$ cat config.mk
export PLATFORM = sky130hd
export DESIGN_NAME = operand_stack
export DESIGN_NICKNAME = d
export VERILOG_FILES = /design/src/rtl/stack_pkg.sv /design/src/rtl/stack_storage.sv /design/src/rtl/operand_stack.sv
export SDC_FILE = /design/constraint.sdc
export NUM_CORES = 1
export LEC_CHECK = 0
export CORE_MARGIN = 2
export CORE_UTILIZATION = 54
export DETAILED_ROUTE_END_ITERATION = 12
export PLACE_DENSITY = 0.77
export SLEW_MARGIN = 25
export SYNTH_ARGS = -nofsm -noshare
export SYNTH_HDL_FRONTEND = slang
export SYNTH_SLANG_ARGS = --single-unit
$ cat constraint.sdc
create_clock -name clk -period 2.7 [get_ports clk]
set_input_delay 0.405 -clock clk [delete_from_list [all_inputs] [get_ports clk]]
set_output_delay 0.405 -clock clk [all_outputs]
set_load 0.01 [all_outputs]
$ cat src/rtl/stack_pkg.sv
// Shared definitions for the operand stack: op codes and default geometry.
package stack_pkg;

   localparam int DEF_WIDTH = 8;
   localparam int DEF_DEPTH = 16;

   typedef enum logic [2:0] {
      NOP   = 3'd0,
      PUSH  = 3'd1,
      POP   = 3'd2,
      BINOP = 3'd3,
      REPL  = 3'd4,
      DUP   = 3'd5,
      SWAP  = 3'd6,
      RSVD  = 3'd7
   } stk_op_t;

endpackage

$ cat src/rtl/stack_storage.sv
// Backing store for entries below pen: write at ptr, combinational read at ptr-1.
module stack_storage
   import stack_pkg::*;
#(
   parameter int WIDTH = DEF_WIDTH,
   parameter int DEPTH = DEF_DEPTH
) (
   input  logic             clk,
   input  logic             clr,
   input  logic             push,
   input  logic             pop,
   input  logic [WIDTH-1:0] wdata,
   output logic [WIDTH-1:0] rdata
);

   localparam int PW = (DEPTH > 2) ? $clog2(DEPTH) : 1;
   localparam logic [PW-1:0] PTR_MAX = PW'(DEPTH - 2);

   logic [WIDTH-1:0] mem_r [0:DEPTH-2];
   logic [PW-1:0]    ptr_r;
   logic [PW-1:0]    rd_idx_s;

   // Pointer saturates at both ends so an out-of-range request can never wrap it.
   always_ff @(posedge clk) begin
      if (clr) begin
         ptr_r <= {PW{1'b0}};
      end else if (push && (ptr_r < PTR_MAX)) begin
         ptr_r <= ptr_r + PW'(1);
      end else if (pop && (ptr_r != {PW{1'b0}})) begin
         ptr_r <= ptr_r - PW'(1);
      end else begin
         ptr_r <= ptr_r;
      end
   end

   // Entry array is never cleared; slots at or above ptr are simply ignored.
   always_ff @(posedge clk) begin
      if (!clr && push && (ptr_r <= PTR_MAX)) begin
         mem_r[ptr_r] <= wdata;
      end
   end

   // Read port returns 0 when nothing is stored.
   always_comb begin
      rd_idx_s = ptr_r - PW'(1);
      if (ptr_r == {PW{1'b0}}) begin
         rdata = {WIDTH{1'b0}};
      end else begin
         rdata = mem_r[rd_idx_s];
      end
   end

endmodule

$ cat src/rtl/operand_stack.sv
// Operand stack with top/pen held in registers and deeper entries in stack_storage.
module operand_stack
   import stack_pkg::*;
#(
   parameter int WIDTH = DEF_WIDTH,
   parameter int DEPTH = DEF_DEPTH
) (
   input  logic                       clk,
   input  logic                       start,
   input  stk_op_t                    op,
   input  logic [WIDTH-1:0]           din,
   output logic [WIDTH-1:0]           top,
   output logic [WIDTH-1:0]           pen,
   output logic [$clog2(DEPTH+1)-1:0] count,
   output logic                       empty,
   output logic                       full,
   output logic                       overflow,
   output logic                       underflow
);

   localparam int CW = $clog2(DEPTH + 1);

   logic [WIDTH-1:0] top_nxt_s;
   logic [WIDTH-1:0] pen_nxt_s;
   logic [WIDTH-1:0] rdata_s;
   logic [CW-1:0]    count_nxt_s;
   logic             ovf_set_s;
   logic             unf_set_s;
   logic             st_push_s;
   logic             st_pop_s;
   logic             has1_s;
   logic             has2_s;
   logic             has3_s;
   logic             room_s;

   stack_storage #(
      .WIDTH (WIDTH),
      .DEPTH (DEPTH)
   ) u_storage (
      .clk   (clk),
      .clr   (start),
      .push  (st_push_s),
      .pop   (st_pop_s),
      .wdata (pen),
      .rdata (rdata_s)
   );

   // Next-state decode; storage only moves when pen has a real entry to spill or refill from.
   always_comb begin
      top_nxt_s   = top;
      pen_nxt_s   = pen;
      count_nxt_s = count;
      ovf_set_s   = 1'b0;
      unf_set_s   = 1'b0;
      st_push_s   = 1'b0;
      st_pop_s    = 1'b0;
      has1_s      = (count >= CW'(1));
      has2_s      = (count >= CW'(2));
      has3_s      = (count >= CW'(3));
      room_s      = (count < CW'(DEPTH));
      case (op)
         PUSH: begin
            if (room_s) begin
               top_nxt_s   = din;
               pen_nxt_s   = top;
               count_nxt_s = count + CW'(1);
               st_push_s   = has2_s;
            end else begin
               ovf_set_s = 1'b1;
            end
         end
         POP: begin
            if (has1_s) begin
               top_nxt_s   = pen;
               pen_nxt_s   = has3_s ? rdata_s : {WIDTH{1'b0}};
               count_nxt_s = count - CW'(1);
               st_pop_s    = has3_s;
            end else begin
               unf_set_s = 1'b1;
            end
         end
         BINOP: begin
            if (has2_s) begin
               top_nxt_s   = din;
               pen_nxt_s   = has3_s ? rdata_s : {WIDTH{1'b0}};
               count_nxt_s = count - CW'(1);
               st_pop_s    = has3_s;
            end else begin
               unf_set_s = 1'b1;
            end
         end
         REPL: begin
            if (has1_s) begin
               top_nxt_s = din;
            end else begin
               unf_set_s = 1'b1;
            end
         end
         DUP: begin
            if (!has1_s) begin
               unf_set_s = 1'b1;
            end else if (!room_s) begin
               ovf_set_s = 1'b1;
            end else begin
               pen_nxt_s   = top;
               count_nxt_s = count + CW'(1);
               st_push_s   = has2_s;
            end
         end
         SWAP: begin
            if (has2_s) begin
               top_nxt_s = pen;
               pen_nxt_s = top;
            end else begin
               unf_set_s = 1'b1;
            end
         end
         default: begin
            top_nxt_s = top;
         end
      endcase
   end

   // State and status registers; start overrides any op.
   always_ff @(posedge clk) begin
      if (start) begin
         top       <= {WIDTH{1'b0}};
         pen       <= {WIDTH{1'b0}};
         count     <= {CW{1'b0}};
         empty     <= 1'b1;
         full      <= 1'b0;
         overflow  <= 1'b0;
         underflow <= 1'b0;
      end else begin
         top       <= top_nxt_s;
         pen       <= pen_nxt_s;
         count     <= count_nxt_s;
         empty     <= (count_nxt_s == {CW{1'b0}});
         full      <= (count_nxt_s == CW'(DEPTH));
         overflow  <= overflow | ovf_set_s;
         underflow <= underflow | unf_set_s;
      end
   end

endmodule

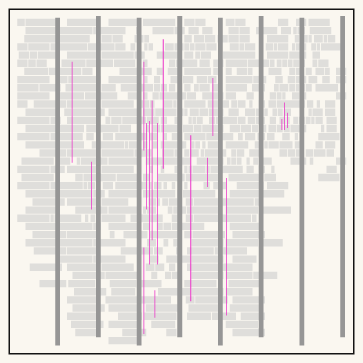
run_1/m4.png
Scale: 3 px per µm. Supply wires on this layer in gray. Cells faint in the background.
longest straight run: 55.1 µm
wire length on this layer: 474 µm
nets with wire on the layer: 14
share of all routed wire: 3.0%
main direction: vertical
DRT Wirelength: 15.7 mm
Vias: 4267

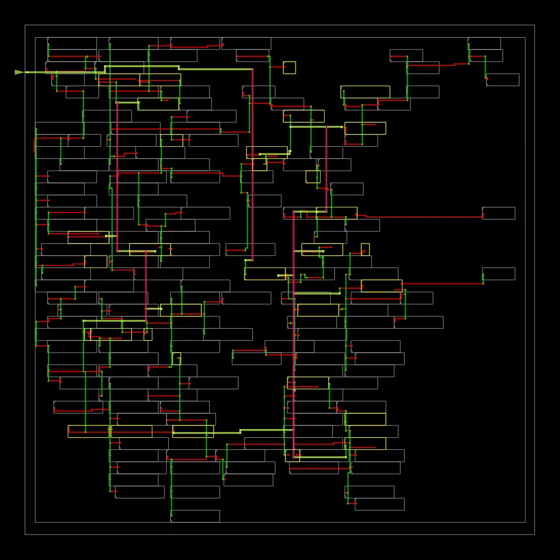
run_1/clock_nets.png
worst clock skew: 13.8 ps
count of flip-flops and latches: 149
Late-Pin Clk Latency: 430 ps
total CTS buffers: 17

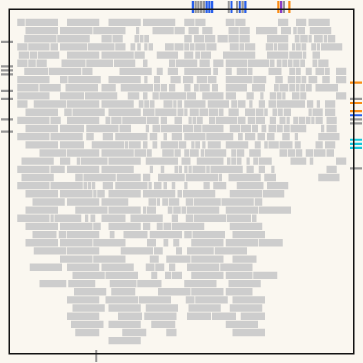
run_1/pinout.png
Scale: 3 px per µm. Pins as bars across the die edge, other pins in gray.
| color | port | pins | direction | edge |
|---|---|---|---|---|
| purple | full | 1 | output | top |
| cyan | op | 3 | input | right |
| orange | count | 5 | output | 3 right, 2 top |
| blue | top | 8 | output | 7 top, 1 right |
all pins by edge: 18 top, 11 right, 8 left, 1 bottom
die width: 114 µm
IO Port Bufs: 37
die height: 114 µm

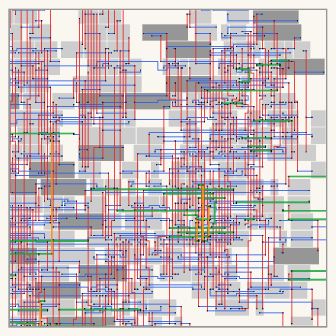
run_1/closeup.png
Window x 61 to 111, y 61 to 111 µm. Cells in gray, sequential cells in the stronger gray; small squares are vias.
| color | layer |
|---|---|
| red | M2 |
| green | M3 |
| orange | M4 |
| blue | M1 |
cells with their middle in the window: 207
most frequent: clkdlybuf4s50_1 (27), dfxtp_1 (16), buf_4 (16)
sequential cells in the window: 18
netlist names of flops here include: count (5), top (5), u_storage.ptr_r (3)

## run 1: synthesized netlist by cell type, types with 10 or more instances
| master | instances | area [µm²] |
|---|---|---|
| mux2i_1 | 25 | 250 |
| nand2_1 | 15 | 56.3 |
| dfxtp_1 | 29 | 581 |
| o21ai_0 | 10 | 50.1 |
| clkbuf_1 | 11 | 41.3 |
| nor2_1 | 29 | 109 |
| nor2b_1 | 12 | 75.1 |
| mux4_2 | 24 | 541 |
| edfxtp_1 | 120 | 3600 |
| nor3_1 | 20 | 100 |
| inv_1 | 14 | 52.6 |
| a21oi_1 | 15 | 75.1 |
## run 1: critical path, cell delays in order (launching register included)
cell and delay [ps]:
dfxtp_1 450, inv_1 140, ha_1 360, buf_12 210, mux4_2 340, nor2b_1 150, a211o_1 320, o21ai_0 90
o22ai_1 160
==> flow_summary.ini, run 1 <==
; flow metrics
[status]
outcome = finished clean

[clock_network]
clockBufferDepth = 2
clock-sinks = 149
post_cts_buffers = 0
clk_pin_slew_ps = 60
htreeDepth = 4
cts_resized = 0
cts_tree = done
clockRootBuffer = clkbuf_16
hold_buffers = 0

[yosys]
syn_avg_cell_area_um2 = 14.7
synth-warning-count = 0
synthCells = 448
syn_area_um2 = 6570
edf_count = 120
mux_area_share_pct = 13.4
ys_sh_adder_pct = 1.52
async_reset_ff_share_pct = 0
yosys.area_share.simple_pct = 8.57
synthFlopType = edfxtp_1
yosys-stat-area_um2 = 6570
ys_seq_share_pct = 63.7
ys_ff = 149
xor_share_pct = 0.400
ys_top_logic_family = multiplexers
ys_cells = 448
compound_area_share_pct = 9.22
yosys.cell_types.count = 60
synth.net_count = 469

[final_layout]
layout_top_cells = 120 x edfxtp_1, 40 x buf_4, 37 x clkdlybuf4s50_1, 29 x nor2_1, 28 x dfxtp_1
nNetsFinal = 540
areaGrowthSynthToFinish_pct = 21.0
seq_area_um2 = 4190
comb-cell-share_pct = 27.5
logic_gates = 258
drive_above_1_share_pct = 23.5
logic_area_um2 = 2180
inv_count = 14
fillers = 804
sh_seq_area_pct = 52.6
stdcell_area_um2 = 7950
n_clock_buffer = 24
clockNetworkAreaShare_pct = 7.99
final_common_cell = edfxtp_1
n_all_buffers = 79
reg.largest.list = u_storage.mem_r x120, pen x8, top x8
antenna_cells = 0
largest_class = registers
fin_util_pct = 66.5
buf_share_pct = 8.94
largest_register = u_storage.mem_r
finalNonFillerCells = 679
largest_reg_flops = 120

[power]
pg_clk_mw = 2.45
pwr-share-seq_pct = 43.2
power_per_cell_area_nw_per_um2 = 751
p_comb_uw = 942
seq_power_mw = 2.58
design_power_total_mw = 5.97
power.group.top = sequential cells
ir_drop_uv = 593
p_comb_share_pct = 15.8
p_switching_mw = 1.47
clkPwrFrac_pct = 41.0
power_leakage_nw = 2.82
p_sw_share_pct = 24.6
internal_power_mw = 4.50

[setup_path]
reg2reg_from = u_storage.ptr_r[1]$_SDFFE_PP0P_
worstPathRequired_ps = 2980
crit_end = pen[1]$_SDFFE_PP0P_
critical_path_class = register to register
startpoint = u_storage.ptr_r[1]$_SDFFE_PP0P_
worst_ep_arrival_time_ps = 2660
ff2ff_setup_slack_ps = 310
r2r_end = pen[1]$_SDFFE_PP0P_
r2r_cells = 8
cp-end-kind = register
crit_fanout = 25
startpoint_type = register

[global_routing]
globalRoute.busiestLayer = met2
grt_util_met2_pct = 39.6
grt_overflow = 0
grt_use_total_pct = 25.4
use_met3_pct = 5.93
grt_pass1_vias = 4179
antenna_found_initial = 0
grtUsageMet1_pct = 34.6
grt_pass1_wl_mm = 24.0
grt_max_degree = 31

[drt]
wl_met1_mm = 6.38
drt_iter0_markers = 542
drc = 0
met2_length_mm = 7.66
wl_per_cell_um = 23.1
drt_first_pass_iters = 5
avgViaCountPerCell = 6.28
dr_wl_met3_mm = 1.20
highest_layer = met4
ant_nets = 0

[flow_run]
drv_cap = 0
warnings = 32

[sta]
fin_tns_setup_ps = 0
setup_slack_ps = 315
timing.hold.ws_ps = 469
hold_viol = 0
slew-limit-headroom_pct = 49.1
tightest_slew_ps = 758
fin_crit_ps = 2390
setup_viol = 0
slew_violations = 0
max_freq_mhz = 419
finalClockPeriodUsage_pct = 88.3
rsz0062_at_grt = no

[hold_path]
hold-path-endpoint = underflow$_SDFF_PP0_
hold_start = underflow$_SDFF_PP0_
min_delay_path_depth = 2
hold_class = register to register

[placement]
place_area_um2 = 7320
gp_congestion = 0.919
placedCellCount = 647
post-place-ws_ps = 77.6
hpwl_mm = 10.2

[floorplanning]
core.rowCount = 40
initial_core_util_pct = 54.9
ios = 38
core-area_um2 = 12000
nWellTaps = 147
dieArea_um2 = 13100
==> run 2, diff against run 1 <==
--- a/config.mk
+++ b/config.mk
@@ -9,7 +9,7 @@
 export CORE_UTILIZATION = 54
 export DETAILED_ROUTE_END_ITERATION = 12
 export PLACE_DENSITY = 0.77
-export SLEW_MARGIN = 25
+export SLEW_MARGIN = 40
 export SYNTH_ARGS = -nofsm -noshare
 export SYNTH_HDL_FRONTEND = slang
 export SYNTH_SLANG_ARGS = --single-unit
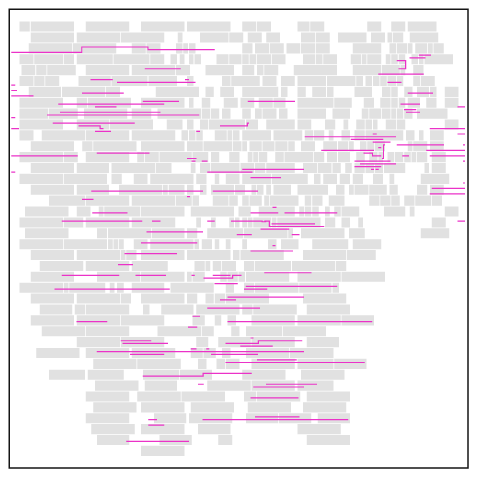
run_2/m3.png
Scale: 4 px per µm. Cells faint in the background.
longest straight run: 51.5 µm
share of all routed wire: 7.6%
met3 GRT Util: 5.93%

==> run 2 against run 1 <==
Design area stayed put. Clock skew stayed put. Synthesized area stayed put. Global-route usage stayed put. Count of clock-buffer cells in the layout stayed put. Critical path depth stayed put. Clock power hardly changed. Power stayed put. Hold slack stayed put. Critical endpoint unchanged. Largest power group unchanged.
==> flow_summary.ini, run 2 <==
; flow metrics
[power]
p_comb_uw = 942
p_comb_share_pct = 15.8
pg_clk_mw = 2.45
power.group.top = sequential cells
seq_power_mw = 2.58
pwr-share-seq_pct = 43.2

[final_layout]
final_common_cell = edfxtp_1
antenna_cells = 0

[sta]
timing.hold.ws_ps = 469
fin_tns_setup_ps = 0
hold_viol = 0
max_freq_mhz = 419
setup_viol = 0
slew_violations = 0
rsz0062_at_grt = no
fin_skew_ps = 13.8
slew-limit-headroom_pct = 49.1

[drt]
drc = 0
wl_met1_mm = 6.38
dr_wl_met3_mm = 1.20
drt_iter0_markers = 542
avgViaCountPerCell = 6.28
ant_nets = 0

[clock_network]
clockRootBuffer = clkbuf_16
hold_buffers = 0
post_cts_buffers = 0
cts_tree = done
clock-sinks = 149
cts_resized = 0
clk_latency_ps = 430

[setup_path]
r2r_end = pen[1]$_SDFFE_PP0P_
ff2ff_setup_slack_ps = 310
slowest_delay_ps = 450
critical_path_class = register to register
worst_ep_arrival_time_ps = 2660
worstPathRequired_ps = 2980
cp_top_family = AND-OR/OR-AND gates
reg2reg_from = u_storage.ptr_r[1]$_SDFFE_PP0P_
crit_fanout = 25
crit_end = pen[1]$_SDFFE_PP0P_
r2r_cells = 8

[global_routing]
globalRoute.busiestLayer = met2
antenna_found_initial = 0
grt_use_total_pct = 25.4
grt_max_degree = 31
grt_util_met2_pct = 39.6

[floorplanning]
dieArea_um2 = 13100
core.rowCount = 40
die-height_um = 114
die_w_um = 114

[flow_run]
warnings = 32

[yosys]
async_reset_ff_share_pct = 0
synth_area_leader_cell = edfxtp_1
topCellsByArea = edfxtp_1 55%, dfxtp_1 8.8%, mux4_2 8.2%, mux2i_1 3.8%, nor2_1 1.7%
syn_avg_cell_area_um2 = 14.7
synthCells = 448
yosys-stat-area_um2 = 6570
edf_count = 120
synth.net_count = 469
common_cells = 120 x edfxtp_1, 29 x dfxtp_1, 29 x nor2_1

[status]
outcome = finished clean

[placement]
placedCellCount = 647
place_area_um2 = 7320
hpwl_mm = 10.2

[hold_path]
hold_start = underflow$_SDFF_PP0_
min_delay_path_depth = 2
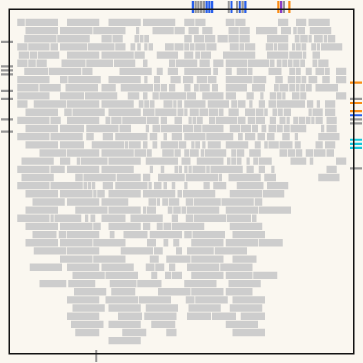
run_2/pinout.png
Scale: 3 px per µm. Pins as bars across the die edge, other pins in gray.
| color | port | pins | direction | edge |
|---|---|---|---|---|
| cyan | op | 3 | input | right |
| purple | full | 1 | output | top |
| blue | top | 8 | output | 7 top, 1 right |
| orange | count | 5 | output | 3 right, 2 top |
all pins by edge: 18 top, 11 right, 8 left, 1 bottom

==> run 2: cell counts in the layout (fill, tap and decap cells not counted) <==
Identical to the previous run, type by type.
==> run 2: final cells by class <==
class,count,area (µm²)
Inverter,14,52.6
Tap cell,147,184
Fill cell,804,4010
Clock inverter,8,78.8
Sequential cell,149,4190
Multi-Input combinational cell,258,2180
Clock buffer,24,557
Timing Repair Buffer,79,711
==> run 2: logic make-up after synthesis <==
kind of cell	count (synthesis)	share of synthesized area [%]
and+or+nand+nor	108	8.57
AOI/OAI and AO/OA	82	9.22
muxes	57	13.4
buffers and inverters	41	3.20
adders and majority gates	8	1.52
DFF	149	63.7
xor gates and xnor gates	3	0.400
==> run 3, diff against run 2 <==
--- a/config.mk
+++ b/config.mk
@@ -7,6 +7,7 @@
 export LEC_CHECK = 0
 export CORE_MARGIN = 2
 export CORE_UTILIZATION = 54
+export CTS_BUF_LIST = sky130_fd_sc_hd__clkbuf_16
 export DETAILED_ROUTE_END_ITERATION = 12
 export PLACE_DENSITY = 0.77
 export SLEW_MARGIN = 40
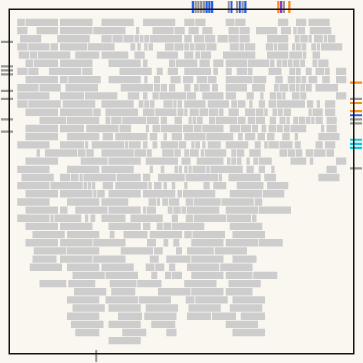
run_3/pinout.png
Scale: 3 px per µm. Pins as bars across the die edge, other pins in gray.
| color | port | pins | direction | edge |
|---|---|---|---|---|
| purple | full | 1 | output | top |
| orange | count | 5 | output | 3 right, 2 top |
| cyan | op | 3 | input | right |
| blue | top | 8 | output | 7 top, 1 right |
all pins by edge: 18 top, 11 right, 8 left, 1 bottom

==> run 3 against run 2 <==
Fmax shrank 2.9%. Synthesized cell count unchanged. Die size unchanged.
==> flow_summary.ini, run 3 <==
; flow metrics
[floorplanning]
core.rowCount = 40
dieArea_um2 = 13100
nWellTaps = 147
die_w_um = 114
die-height_um = 114

[power]
pg_clk_mw = 2.39
seq_power_mw = 2.58
p_comb_share_pct = 15.9
power.group.top = sequential cells
p_comb_uw = 941
pwr-share-seq_pct = 43.6

[yosys]
syn_avg_cell_area_um2 = 14.7
common_cells = 120 x edfxtp_1, 29 x dfxtp_1, 29 x nor2_1
compound_area_share_pct = 9.22
yosys.area_share.simple_pct = 8.57
synth_area_leader_cell = edfxtp_1
mux_area_share_pct = 13.4
async_reset_ff_share_pct = 0
topCellsByArea = edfxtp_1 55%, dfxtp_1 8.8%, mux4_2 8.2%, mux2i_1 3.8%, nor2_1 1.7%
xor_share_pct = 0.400
yosys-stat-area_um2 = 6570
synthCells = 448
ys_sh_adder_pct = 1.52
edf_count = 120

[global_routing]
grt_util_met2_pct = 39.9
globalRoute.busiestLayer = met2
grt_max_degree = 31
grt_use_total_pct = 25.7
antenna_found_initial = 0

[drt]
avgViaCountPerCell = 6.34
wl_met1_mm = 6.47
dr_wl_met3_mm = 1.11
drt_iter0_markers = 508
drc = 0
ant_nets = 0

[sta]
fin_skew_ps = 7.73
slew-limit-headroom_pct = 49.0
max_freq_mhz = 407
hold_viol = 0
setup_viol = 0
rsz0062_at_grt = no

[final_layout]
logic_area_um2 = 2180
fillers = 812
n_clock_buffer = 21
logic_gates = 258
largest_class = registers
final_common_cell = edfxtp_1
buf_share_pct = 8.96
comb-cell-share_pct = 27.5
seq_area_um2 = 4190
inv_count = 14
antenna_cells = 0

[setup_path]
ff2ff_setup_slack_ps = 240
slowest_delay_ps = 470
worst_ep_arrival_time_ps = 2740
worstPathRequired_ps = 2990
reg2reg_from = u_storage.ptr_r[1]$_SDFFE_PP0P_
cp_top_family = AND-OR/OR-AND gates
r2r_cells = 8
crit_fanout = 25
critical_path_class = register to register
crit_end = pen[2]$_SDFFE_PP0P_

[hold_path]
hold_start = underflow$_SDFF_PP0_

[placement]
hpwl_mm = 10.2

[clock_network]
cts_tree = done
clock-sinks = 149
clk_latency_ps = 430
clockRootBuffer = clkbuf_16
cts_resized = 0
hold_buffers = 0

[flow_run]
warnings = 32

[status]
outcome = finished clean
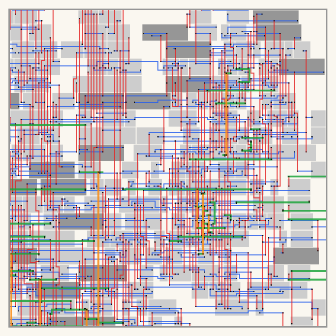
run_3/closeup.png
Window x 61 to 111, y 61 to 111 µm. Cells in gray, sequential cells in the stronger gray; small squares are vias.
| color | layer |
|---|---|
| green | M3 |
| blue | M1 |
| red | M2 |
| orange | M4 |
netlist names of flops here include: count (5), top (5), u_storage.ptr_r (3)
cells with their middle in the window: 207
most frequent: clkdlybuf4s50_1 (27), dfxtp_1 (16), buf_4 (16)
sequential cells in the window: 18

## run 3: cell count changes in the layout (fill, tap and decap cells not counted)
| cell | before | now |
|---|---|---|
| clkbuf_1 | 1 | 0 |
| clkbuf_8 | 2 | 0 |
| clkinv_1 | 0 | 2 |
| inv_1 | 14 | 15 |
## run 3: per-stage QoR
stage               instance area, µm²  utilization [%]  hold slack (ps)
floorplan                         6570                -              505
global placement                  7320             61.2              452
detailed placement                7320             61.2              468
CTS                               7930             66.3              482
global route                      7930             66.3              520
finish                            7930             66.3              469
## run 3: cells by family after synthesis
family / Yosys count
and+or+nand+nor: 108
buffers and inverters: 41
muxes: 57
xor gates and xnor gates: 3
AOI/OAI and AO/OA: 82
DFF: 149
adders and majority gates: 8
No activity file was given, so power comes from the tool's default toggle rates.
